$ cat config.mk
export PLATFORM = sky130hd
export DESIGN_NAME = decoder_2to4_stream
export DESIGN_NICKNAME = d
export VERILOG_FILES = /design/src/rtl/decoder_pkg.sv /design/src/rtl/sync_fifo2.sv /design/src/rtl/decoder_2to4_stream.sv
export SDC_FILE = /design/constraint.sdc
export NUM_CORES = 1
export LEC_CHECK = 0
export ABC_CLOCK_PERIOD_IN_PS = 7100
export CORE_ASPECT_RATIO = 0.7
export CORE_UTILIZATION = 61
export CTS_CLUSTER_SIZE = 10
export DETAILED_ROUTE_END_ITERATION = 16
export GPL_TIMING_DRIVEN = 0
export HOLD_SLACK_MARGIN = 0.15
export PLACE_DENSITY = 0.85
export SYNTH_ARGS = -nofsm -noshare
export SYNTH_HDL_FRONTEND = slang
export SYNTH_HIERARCHICAL = 1
export SYNTH_SLANG_ARGS = --single-unit
$ cat constraint.sdc
create_clock -name clk -period 7.1 [get_ports clk]
set_clock_uncertainty 0.05 [all_clocks]
set_input_delay 1.42 -clock clk [delete_from_list [all_inputs] [get_ports clk]]
set_output_delay 1.42 -clock clk [all_outputs]
set_load 0.1 [all_outputs]
$ cat src/rtl/decoder_pkg.sv
// Shared constants and decode helper for the streaming one-hot decoders.
// Widths are kept here so a wider variant can reuse the same helper.
package decoder_pkg;

    localparam int CODE_W   = 2;
    localparam int ONEHOT_W = 1 << CODE_W;

    // A disabled code still yields an entry (all zeros) so it keeps its FIFO slot.
    function automatic logic [ONEHOT_W-1:0] onehot_decode(
        input logic [CODE_W-1:0] code,
        input logic              en
    );
        logic [ONEHOT_W-1:0] word;
        word = '0;
        if (en) begin
            word[code] = 1'b1;
        end
        return word;
    endfunction

endpackage

$ cat src/rtl/sync_fifo2.sv
// Two-entry synchronous FIFO with a registered occupancy count.
// full/empty come only from the count, so there is no combinational bypass.
module sync_fifo2 #(
    parameter int W = 4
) (
    input  logic         clk,
    input  logic         rst_n,
    input  logic         push,
    input  logic         pop,
    input  logic [W-1:0] din,
    output logic [W-1:0] dout,
    output logic         full,
    output logic         empty
);

    logic [W-1:0] mem [2];
    logic         wr_ptr;
    logic         rd_ptr;
    logic [1:0]   count;
    logic         do_push;
    logic         do_pop;

    assign full    = (count == 2'd2);
    assign empty   = (count == 2'd0);
    assign do_push = push && !full;
    assign do_pop  = pop && !empty;
    assign dout    = empty ? '0 : mem[rd_ptr];

    always_ff @(posedge clk) begin
        if (!rst_n) begin
            wr_ptr <= 1'b0;
            rd_ptr <= 1'b0;
            count  <= 2'd0;
            mem[0] <= '0;
            mem[1] <= '0;
        end else begin
            if (do_push) begin
                mem[wr_ptr] <= din;
                wr_ptr      <= ~wr_ptr;
            end
            if (do_pop) begin
                rd_ptr <= ~rd_ptr;
            end
            case ({do_push, do_pop})
                2'b10:   count <= count + 2'd1;
                2'b01:   count <= count - 2'd1;
                default: count <= count;
            endcase
        end
    end

endmodule

$ cat src/rtl/decoder_2to4_stream.sv
// Streaming 2-to-4 decoder: decodes accepted codes into a 2-entry output FIFO
// and keeps saturating per-code hit counters for debug readback.
module decoder_2to4_stream
    import decoder_pkg::*;
#(
    parameter int CNT_W = 8
) (
    input  logic                clk,
    input  logic                rst_n,
    input  logic                in_valid,
    output logic                in_ready,
    input  logic [CODE_W-1:0]   in_code,
    input  logic                in_en,
    output logic                out_valid,
    input  logic                out_ready,
    output logic [ONEHOT_W-1:0] out_d,
    input  logic [1:0]          cnt_sel,
    output logic [CNT_W-1:0]    cnt_val,
    input  logic                cnt_clr
);

    localparam logic [CNT_W-1:0] CNT_MAX = '1;

    logic                fifo_full;
    logic                fifo_empty;
    logic                accept;
    logic [ONEHOT_W-1:0] entry;
    logic [CNT_W-1:0]    cnt [ONEHOT_W];

    assign in_ready  = !fifo_full;
    assign out_valid = !fifo_empty;
    assign accept    = in_valid && in_ready;
    assign entry     = onehot_decode(in_code, in_en);

    sync_fifo2 #(
        .W (ONEHOT_W)
    ) u_fifo (
        .clk   (clk),
        .rst_n (rst_n),
        .push  (accept),
        .pop   (out_ready),
        .din   (entry),
        .dout  (out_d),
        .full  (fifo_full),
        .empty (fifo_empty)
    );

    // Clear wins over a same-cycle hit; counters stick at all-ones.
    always_ff @(posedge clk) begin
        if (!rst_n || cnt_clr) begin
            for (int i = 0; i < ONEHOT_W; i++) begin
                cnt[i] <= '0;
            end
        end else if (accept && in_en && (cnt[in_code] != CNT_MAX)) begin
            cnt[in_code] <= cnt[in_code] + 1'b1;
        end
    end

    assign cnt_val = cnt[cnt_sel];

endmodule

==> images/power_grid.png <==
Pins as bars on the die edge. Tap cells in grey.
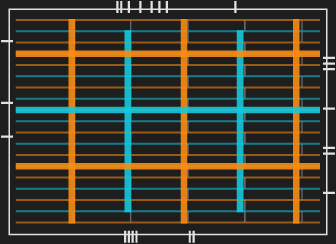
Key: cyan = VDD; orange = VSS
The core has 18 rows. 50 tap cells. 19 met1 rails follow the rows. 24 signal pins sit on the boundary. 5 straps on met4.
chip width: 76.4 um
Die Y: 54.1 um
core area: 0.00360 mm2

==> images/placement_by_type.png <==
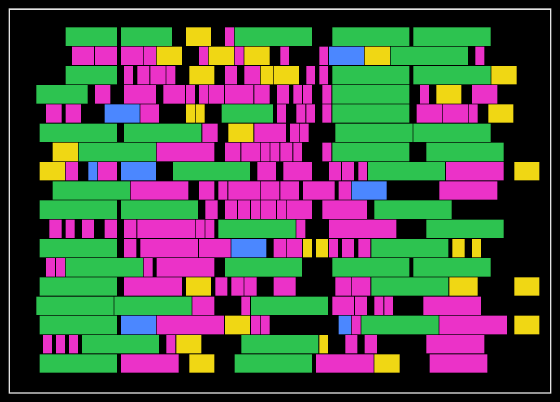
Key: blue = clock drivers and dummy loads [cells 8, share of their area 3.4%]; magenta = combinational and other logic [cells 130, share of their area 38%]; yellow = other buffers and delay cells [cells 30, share of their area 9.6%]; green = flops [cells 45, share of their area 49%]
post-route cell area: 0.00273 mm2
flop share of the area: 47.6%
row cnt: 18

==> flow_summary_export.csv <==
group,metric,value,unit
outcome,outcome,"completed",
route,vias,1694,
logic_synthesis,syn_nets,196,
logic_synthesis,common_cells,"40 x edfxtp_1, 31 x nor2_1, 13 x mux4_2",
setup_path,critPathTopFamily,"buffers and inverters",
global_routing,grtUsageTotal,28.3,%
setup_path,critPathMaxStageDelay,0.99,ns
setup_path,worstPathMaxFanout,8,
global_routing,met3_usage,7.12,%
logic_synthesis,synthCells,184,
place,placement.io_buffers,21,
setup_path,end_kind,"primary output",
global_routing,grt_busiest_layer,"met2",
route,wl_per_cell,19.8,um
layout,lay_top_count,"edfxtp_1",
logic_synthesis,synthesis.area,0.00236,mm2
logic_synthesis,top_area_cell,"edfxtp_1",
logic_synthesis,edf_count,40,
clocking,cts_buffers,5,
logic_synthesis,synthTopCellsByArea,"edfxtp_1 51%, mux4_2 12%, nor2_1 4.9%",
logic_synthesis,compound_area_share,7.67,%
clocking,clk_pin_slew,0.08,ns
final_timing,maxSlewViolCount,0,
global_routing,grt_pass1_wl,8.09,mm
route,dr_wl_met2,2.50,mm
layout,areaGrowthSynthToFinish,15.6,%
route,drc,0,
floorplan,fp-utilization,65.6,%
setup_path,critPathCapture,"cnt_val[0]",
logic_synthesis,top_area_share,50.8,%
logic_synthesis,ff_type,"edfxtp_1",
job,tool_warnings,26,
clocking,cts_root_buffer,"clkbuf_8",
place,gp_congestion,0.824,
setup_path,critPathArrivalTime,3.54,ns
logic_synthesis,synthTopLogicFamily,"multiplexers",
pwr,power_leakage,0.961,nW
final_timing,hold_viol,0,
setup_path,crit_type,"in2out",
floorplan,io_pins,24,
final_timing,finalCriticalPeriod,5.01,ns
pwr,power.switching,0.000301,W
final_timing,worst_slew_margin_rel,7.03,%
global_routing,use_met2,47.0,%
final_timing,fin_ws,2.09,ns
final_timing,setup_viol,0,
global_routing,gr-total-overflow,0,
setup_path,crit_start,"cnt_sel[0]",
route,postRouteAntennaNets,0,
pwr,switching_share,38.7,%
pwr,maxPowerGroup,"registers",
pwr,power.internal,0.000477,W
clocking,cts_resized,0,
worst_hold_path,hold_path_class,"reg2reg",
worst_hold_path,holdPathStages,2,
setup_path,cp.required,5.63,ns
layout,lay_top_cells,"40 x edfxtp_1, 31 x nor2_1, 21 x clkdlybuf4s50_1",
setup_path,r2r_start,"cnt[2][0]",
pwr,comb_power_share,36.4,%
place,hpwl,3.83,mm
place,dpl_cell_area,0.00264,mm2
logic_synthesis,syn_area_per_cell,12.9,um2
setup_path,cp_cell_sequence,"clkbuf_1 -> mux4_2 -> clkdlybuf4s50_1",
setup_path,critPathLaunchType,"input pin",
route,totalWireLength,5.21,mm
logic_synthesis,ys_sh_adder,1.06,%
final_timing,hold_slack,0.482,ns
pwr,ir_drop,0.000228,V
route,top_layer_used,"met4",
clocking,cts_sinks,45,
layout,nNetsFinal,224,
==> images/clk_routes.png <==
Scale bar: 20 um.
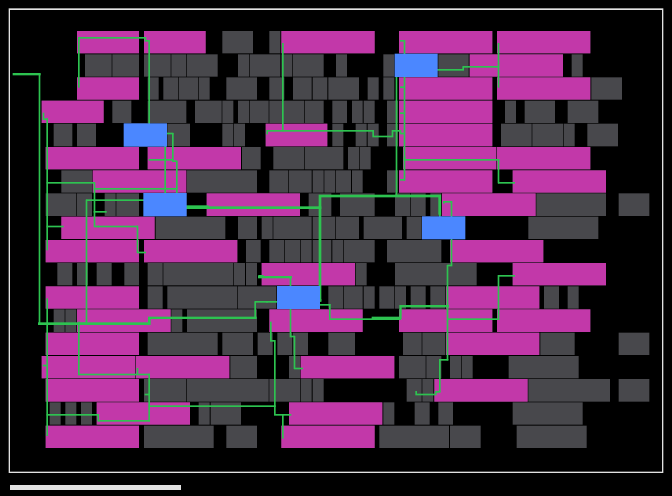
Key: magenta = flip-flops [count 45]; green = clock wires [length 506 um]; blue = clock drivers [count 5]
Position of the flops: all over the die. There are 6 routed clock nets.
clock share of power: 20.7%
clock network power: 0.000161 W
clock network latency to the later pin of the worst-skew pair: 0.30 ns

cell type report:
type                            count  area (um2)
Timing Repair Buffer               21         210
Tap cell                           50        62.6
Clock inverter                      2        8.76
Clock buffer                        6        82.6
Buffer                              9        45.0
Multi-Input combinational cell    122         993
Fill cell                         244         870
Sequential cell                    45        1300
Inverter                            8        30.0
cells by family after synthesis:
logic type               count (synthesis)
adder cells (fa/ha/maj)                  2
flip-flops                              45
XOR/XNOR                                 6
AND/OR/NAND/NOR                         66
multiplexers                            20
buffers and inverters                   17
AND-OR/OR-AND                           28
state kept, by name, summed over array words and instances, names as in the netlist, named ones only:
signal,flops
u_fifo/mem,8
u_fifo/count,2
u_fifo/wr_ptr,1
u_fifo/rd_ptr,1
cnt,32
Power and IR drop assume default switching activity.
